metal_density.png
The die is cut into 19 by 19 equal tiles; white is low, dark blue is high, scaled to the fullest tile. Values are wire area over tile area, all layers added.
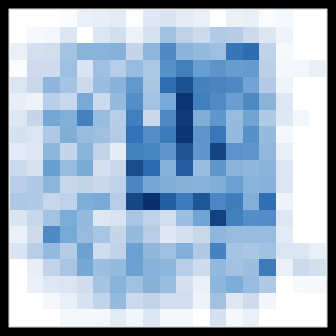
layer_met1.png
Bar = 20 µm. Cells faint in the background.
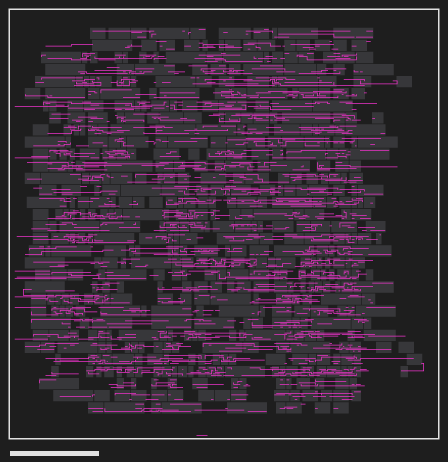
congestion.png
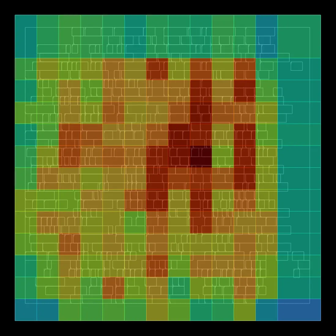
wires.png
Bar = 20 µm. Only two layers are drawn.
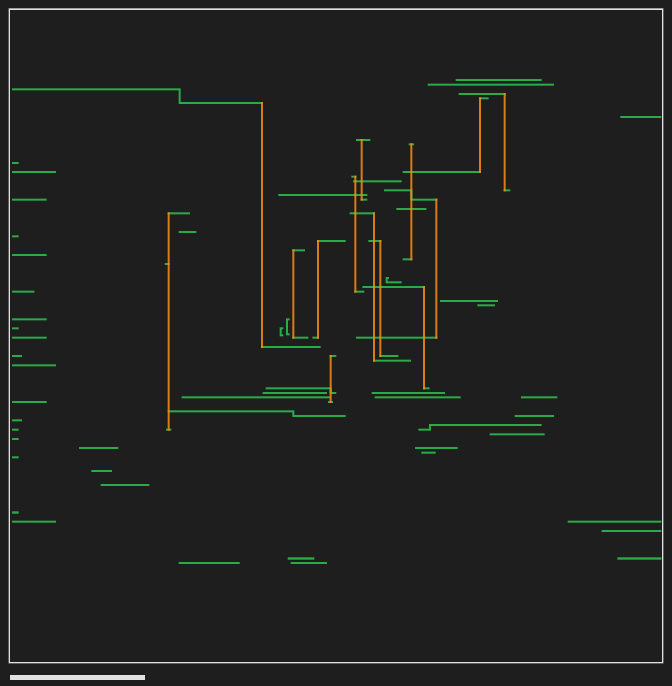
detail.png
Bar = 5 µm. Region (62, 62) to (82, 82) µm. Cells in gray, sequential cells in the stronger gray; small squares are vias.
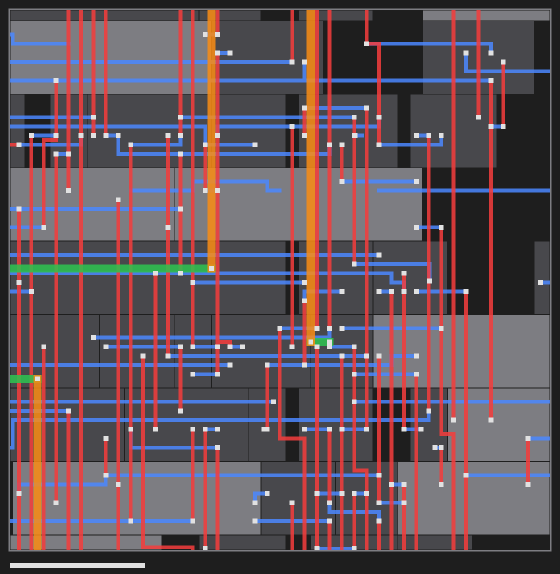
==> config.mk <==
export PLATFORM = sky130hd
export DESIGN_NAME = sort_engine
export DESIGN_NICKNAME = d
export VERILOG_FILES = /design/src/rtl/sort_engine.sv
export SDC_FILE = /design/constraint.sdc
export NUM_CORES = 1
export LEC_CHECK = 0
export ABC_CLOCK_PERIOD_IN_PS = 3150
export CAP_MARGIN = 30
export CORE_MARGIN = 3
export CORE_UTILIZATION = 50
export CTS_CLUSTER_DIAMETER = 60
export DETAILED_ROUTE_END_ITERATION = 8
export HOLD_SLACK_MARGIN = 0.06
export MAX_ROUTING_LAYER = met4
export PLACE_DENSITY = 0.77
export SLEW_MARGIN = 5
export SYNTH_ARGS = -nofsm -noshare
export SYNTH_HDL_FRONTEND = slang
export SYNTH_SLANG_ARGS = --single-unit
==> constraint.sdc <==
create_clock -name CLOCK_50 -period 3.15 [get_ports CLOCK_50]
set_input_delay 0.4725 -clock CLOCK_50 [delete_from_list [all_inputs] [get_ports CLOCK_50]]
set_output_delay 0.4725 -clock CLOCK_50 [all_outputs]
set_load 0.05 [all_outputs]
==> src/rtl/sort_engine.sv <==
// sort_engine: in-place bubble sort over the first `len` words of an external
// synchronous single-port RAM with one-cycle read latency.
// Optional feature macro: SORT_EARLY_EXIT_EN -- when defined, a per-pass swap
// flag is kept and the sort finishes after the first pass with no swaps.
// Every output is driven straight from a flop, so nothing on mem_rdata can
// reach an output port combinationally.
module sort_engine #(
  parameter int DATA_W = 8,
  parameter int ADDR_W = 8,
  parameter bit SIGNED = 1'b0
) (
  input  logic              CLOCK_50,
  input  logic              rst_n,
  input  logic              start,
  input  logic [ADDR_W:0]   len,
  input  logic              desc,
  output logic              busy,
  output logic              done,
  output logic [2*ADDR_W:0] swap_count,
  output logic [ADDR_W-1:0] mem_addr,
  output logic [DATA_W-1:0] mem_wdata,
  output logic              mem_we,
  input  logic [DATA_W-1:0] mem_rdata
);

  typedef enum logic [2:0] {
    IDLE,
    RD0,
    RD1,
    CMP,
    WR0,
    WR1,
    DONE
  } state_t;

  localparam logic [ADDR_W:0]   DEPTH    = {1'b1, {ADDR_W{1'b0}}};
  localparam logic [ADDR_W:0]   ONE      = {{ADDR_W{1'b0}}, 1'b1};
  localparam logic [ADDR_W-1:0] ADDR_ONE = {{(ADDR_W-1){1'b0}}, 1'b1};
  localparam logic [2*ADDR_W:0] SWAP_ONE = {{(2*ADDR_W){1'b0}}, 1'b1};

  state_t state_q, state_d;

  // Sort bookkeeping: pair index, last index of the current pass, first
  // element of the pair, latched direction and running swap total.
  logic [ADDR_W-1:0] i_q, i_d;
  logic [ADDR_W:0]   lim_q, lim_d;
  logic [DATA_W-1:0] a_q, a_d;
  logic              desc_q, desc_d;
  logic [2*ADDR_W:0] swap_count_q, swap_count_d;

`ifdef SORT_EARLY_EXIT_EN
  logic pass_swap_q, pass_swap_d;
`endif

  // Registered versions of every output port.
  logic              busy_q, busy_d;
  logic              done_q, done_d;
  logic              mem_we_q, mem_we_d;
  logic [ADDR_W-1:0] mem_addr_q, mem_addr_d;
  logic [DATA_W-1:0] mem_wdata_q, mem_wdata_d;

  logic [ADDR_W:0] len_clamped;
  logic [ADDR_W:0] i_next;
  logic            a_gt_b;
  logic            a_lt_b;
  logic            need_swap;
  logic            advance;
  logic            more_pairs;
  logic            sort_end;

  // Pair compare and the end-of-pair / end-of-pass decisions.
  always_comb begin
    len_clamped = (len > DEPTH) ? DEPTH : len;
    i_next      = {1'b0, i_q} + ONE;
    if (SIGNED) begin
      a_gt_b = $signed(a_q) > $signed(mem_rdata);
      a_lt_b = $signed(a_q) < $signed(mem_rdata);
    end else begin
      a_gt_b = a_q > mem_rdata;
      a_lt_b = a_q < mem_rdata;
    end
    // Equal values never swap, which keeps the sort stable.
    need_swap  = desc_q ? a_lt_b : a_gt_b;
    advance    = ((state_q == CMP) && !need_swap) || (state_q == WR1);
    more_pairs = i_next < lim_q;
`ifdef SORT_EARLY_EXIT_EN
    // A swap in the final pair of the pass counts towards this pass.
    sort_end   = (lim_q == ONE) || !(pass_swap_q || (state_q == WR1));
`else
    sort_end   = (lim_q == ONE);
`endif
  end

  // FSM state register.
  always_ff @(posedge CLOCK_50 or negedge rst_n) begin
    if (!rst_n) begin
      state_q <= IDLE;
    end else begin
      state_q <= state_d;
    end
  end

  // Next-state logic: read pair, compare, optionally write back both halves.
  always_comb begin
    state_d = state_q;
    case (state_q)
      IDLE: begin
        if (start) begin
          state_d = (len_clamped <= ONE) ? DONE : RD0;
        end
      end
      RD0: state_d = RD1;
      RD1: state_d = CMP;
      CMP: begin
        if (need_swap) begin
          state_d = WR0;
        end else begin
          state_d = (more_pairs || !sort_end) ? RD0 : DONE;
        end
      end
      WR0: state_d = WR1;
      WR1: state_d = (more_pairs || !sort_end) ? RD0 : DONE;
      DONE: state_d = IDLE;
      default: state_d = IDLE;
    endcase
  end

  // Datapath next values: latch request, capture first element, count swaps,
  // step through pairs and shrink the pass after each sweep.
  always_comb begin
    i_d          = i_q;
    lim_d        = lim_q;
    a_d          = a_q;
    desc_d       = desc_q;
    swap_count_d = swap_count_q;
`ifdef SORT_EARLY_EXIT_EN
    pass_swap_d  = pass_swap_q;
`endif
    case (state_q)
      IDLE: begin
        if (start) begin
          desc_d       = desc;
          lim_d        = len_clamped - ONE;
          i_d          = '0;
          swap_count_d = '0;
`ifdef SORT_EARLY_EXIT_EN
          pass_swap_d  = 1'b0;
`endif
        end
      end
      RD1: a_d = mem_rdata;
      WR1: begin
        swap_count_d = swap_count_q + SWAP_ONE;
`ifdef SORT_EARLY_EXIT_EN
        pass_swap_d  = 1'b1;
`endif
      end
      default: ;
    endcase
    if (advance) begin
      if (more_pairs) begin
        i_d = i_q + ADDR_ONE;
      end else if (!sort_end) begin
        lim_d = lim_q - ONE;
        i_d   = '0;
`ifdef SORT_EARLY_EXIT_EN
        pass_swap_d = 1'b0;
`endif
      end
    end
  end

  // Output next values, decoded from the state being entered so the
  // registered outputs line up with that state's cycle.
  always_comb begin
    busy_d      = (state_d != IDLE) && (state_d != DONE);
    done_d      = (state_d == DONE);
    mem_we_d    = (state_d == WR0) || (state_d == WR1);
    mem_addr_d  = mem_addr_q;
    mem_wdata_d = mem_wdata_q;
    case (state_d)
      RD0, WR0: mem_addr_d = i_d;
      RD1, WR1: mem_addr_d = i_d + ADDR_ONE;
      default: ;
    endcase
    // Entering WR0 from CMP: mem_rdata still holds the second element.
    if (state_d == WR0) begin
      mem_wdata_d = mem_rdata;
    end else if (state_d == WR1) begin
      mem_wdata_d = a_q;
    end
  end

  // Datapath and output registers; reset drops mem_we and busy at once.
  always_ff @(posedge CLOCK_50 or negedge rst_n) begin
    if (!rst_n) begin
      i_q          <= '0;
      lim_q        <= '0;
      a_q          <= '0;
      desc_q       <= 1'b0;
      swap_count_q <= '0;
`ifdef SORT_EARLY_EXIT_EN
      pass_swap_q  <= 1'b0;
`endif
      busy_q       <= 1'b0;
      done_q       <= 1'b0;
      mem_we_q     <= 1'b0;
      mem_addr_q   <= '0;
      mem_wdata_q  <= '0;
    end else begin
      i_q          <= i_d;
      lim_q        <= lim_d;
      a_q          <= a_d;
      desc_q       <= desc_d;
      swap_count_q <= swap_count_d;
`ifdef SORT_EARLY_EXIT_EN
      pass_swap_q  <= pass_swap_d;
`endif
      busy_q       <= busy_d;
      done_q       <= done_d;
      mem_we_q     <= mem_we_d;
      mem_addr_q   <= mem_addr_d;
      mem_wdata_q  <= mem_wdata_d;
    end
  end

  assign busy       = busy_q;
  assign done       = done_q;
  assign swap_count = swap_count_q;
  assign mem_addr   = mem_addr_q;
  assign mem_wdata  = mem_wdata_q;
  assign mem_we     = mem_we_q;

endmodule
==> run summary <==
status - finished, violations left
failing checks - negative setup slack
total CTS buffers - 9
unrepaired setup endpoints after global routing - true
first-pass GRT wire length - 17300 µm
share of layout cells above drive strength 1 - 0.244
YS chip area - 4080 µm²
Synth warnings - 0
Port-buffer cells - 56
ANT nets after route - 0
CTS tree - built
Simple-Gate Fraction of Synth Area - 0.203
chip height - 96.4 µm
fin crit share - 1.07
post-route setup slack - -0.227 ns
I/O Pins - 57
Hold Violations, Final - 0
max-cap viol count - 0
leakage power - 0.00247 µW
Crit Path Class - flop to flop
critical path, cell by cell - buf_4, nand4_1, xnor2_2, ha_1, nand4_1, a211oi_2, o211ai_2, a21oi_2, o31a_1, a22o_4, ha_4, nand2_4, a211o_1, xor2_2, a21oi_2
WP depth - 15
Yosys cell types - 69
area share of fa/ha/maj cells after synthesis - 0.0705
endpoint type of the worst setup path - flop
Worst-path clk slew - 0.08 ns
Vias/cell - 5.74
vias in the first global route - 3749
Core Footprint - 7810 µm²
Hold WC Path Type - flop to flop
Final setup viols - 17
Slew @ Worst Pin - 0.628 ns
fp_density - 0.523
antenna violations before repair - 0
Slew Limit Fails - 0
Num Clock Sinks - 65
Mapped Area - 4080 µm²
post-DP HPWL - 7050 µm
Synthesized registers - 65
Mean Syn Cell Area - 9.20 µm²
CP Max Fanout - 4
Core Rows - 32
Clock Skew - 0.0109 ns
## Picture notes: metal_density.png
- nearly empty tiles: 13%
- tiles over half the peak: 21%
- fullest tile: 0.58
- densest ninth of the die: center
- mean over tiles: 0.18

## Picture notes: layer_met1.png
- wire length on this layer: 4410 µm
- main direction: horizontal
- share of all routed wire: 42%
- longest straight run: 24.8 µm
M1 GR Usage: 0.295
via count: 3788

## Picture notes: congestion.png
met3 Use GR: 0.0349
drt wl/cell: 16.1 µm
Top Usage Layer GRT: met2
met2 usage: 0.417
global-route usage over all layers: 0.244

## Picture notes: wires.png
- metal 3: green (wire length 459 µm)
- metal 4: orange (wire length 244 µm)
DRT Wirelength: 10600 µm

## Picture notes: detail.png
- metal 1: blue
- metal 3: green
- metal 4: orange
- metal 2: red
- netlist names of flops here include: i_q (5), mem_addr (1)
- sequential cells in the window: 6
- most frequent: dfrtp_1 (6), buf_4 (5)
- cells with their middle in the window: 28

==> routing by layer <==
layer / up-vias / share of wire / GRT usage
li1: 1814 / - / -
met1: 1831 / 0.42 / 0.295
met2: 113 / 0.52 / 0.417
met3: 30 / 0.043 / 0.0349
met4: 0 / 0.023 / 0.0923
met5: - / 0 / -
==> report_power, final <==
| group | leakage, µW | internal [µW] | total (µW) | switching, µW |
|---|---|---|---|---|
| Clock | 0.000123 | 511 | 837 | 326 |
| Sequential | 0.000815 | 1120 | 1390 | 261 |
| Combinational | 0.00153 | 1400 | 3160 | 1760 |
| Total | 0.00247 | 3040 | 5380 | 2350 |
==> cell families after synthesis <==
logic type                 Yosys count
AOI/OAI and AO/OA                  121
adders and majority gates           23
xor gates and xnor gates            16
DFF                                 65
muxes                               14
and+or+nand+nor                    165
buffers and inverters               40
==> cell type report <==
type                            instances  area, µm²  area share
Clock inverter                          4       73.8      0.0132
Tap cell                              102        128      0.0228
Inverter                               25       98.8      0.0177
Multi-Input combinational cell        340       2460       0.440
Timing Repair Buffer                  112       1040       0.186
Clock buffer                           12        165      0.0295
Sequential cell                        65       1630       0.291
==> state kept, by name (all words and copies together) (netlist names) <==
signal / flops
busy: 1
state_q: 3
done: 1
mem_addr: 8
swap_count: 17
mem_wdata: 8
desc_q: 1
mem_we: 1
a_q: 8
lim_q: 9
i_q: 8
==> path summary, 6_finish.rpt <==
check,start,to,slack [ns]
worst min register to register,swap_count[16],swap_count[16],0.50
worst min-delay path,swap_count[16],swap_count[16],0.50
min in group asynchronous,rst_n,lim_q[8],0.51
worst max-delay path,i_q[0],mem_addr[4],-0.23
max in group asynchronous,rst_n,busy,1.95
worst max register to register,i_q[0],mem_addr[4],-0.23
==> synthesized netlist by cell type, types with 3 or more instances <==
cell type	n	area share
dfrtp_1	65	0.40
nor2_1	45	0.041
nand2_1	39	0.036
a21oi_1	35	0.043
o21ai_0	31	0.038
inv_1	24	0.022
ha_1	23	0.070
nand3_1	13	0.016
xnor2_1	12	0.026
and3_1	11	0.017
nand4_1	10	0.015
clkbuf_1	9	0.0083
nor3_1	9	0.011
mux2_2	8	0.022
nand2b_1	7	0.011
mux2i_1	6	0.015
a21oi_2	5	0.011
nor2_2	5	0.0077
a31oi_1	4	0.0061
nor2b_1	4	0.0061
nor3_2	4	0.0098
o211ai_1	4	0.0074
or3_1	4	0.0061
xor2_1	4	0.0086
a211o_1	3	0.0064
a22oi_1	3	0.0055
buf_2	3	0.0037
buf_6	3	0.0083
o21a_1	3	0.0055
==> metrics by stage <==
stage / utilization / power, µW / cells / area (µm²)
final: 0.716 / 5380 / 660 / 5590
after global routing: 0.716 / 5730 / 660 / 5590
after CTS: 0.695 / 5260 / 652 / 5430
after detailed placement: 0.641 / 4120 / 629 / 5010
after global placement: 0.641 / 4040 / 629 / 5010
after floorplan: - / 3300 / 444 / 4090
==> timing repair <==
action	in CTS	in global routing
cloned	1	0
setup endpoints to repair	17	18
resized	22	16
setup buffers	6	6
pin swaps	24	23
hold buffers	0	1
endpoints found under the hold margin	0	4
Power is estimated from default activity; no workload was simulated.
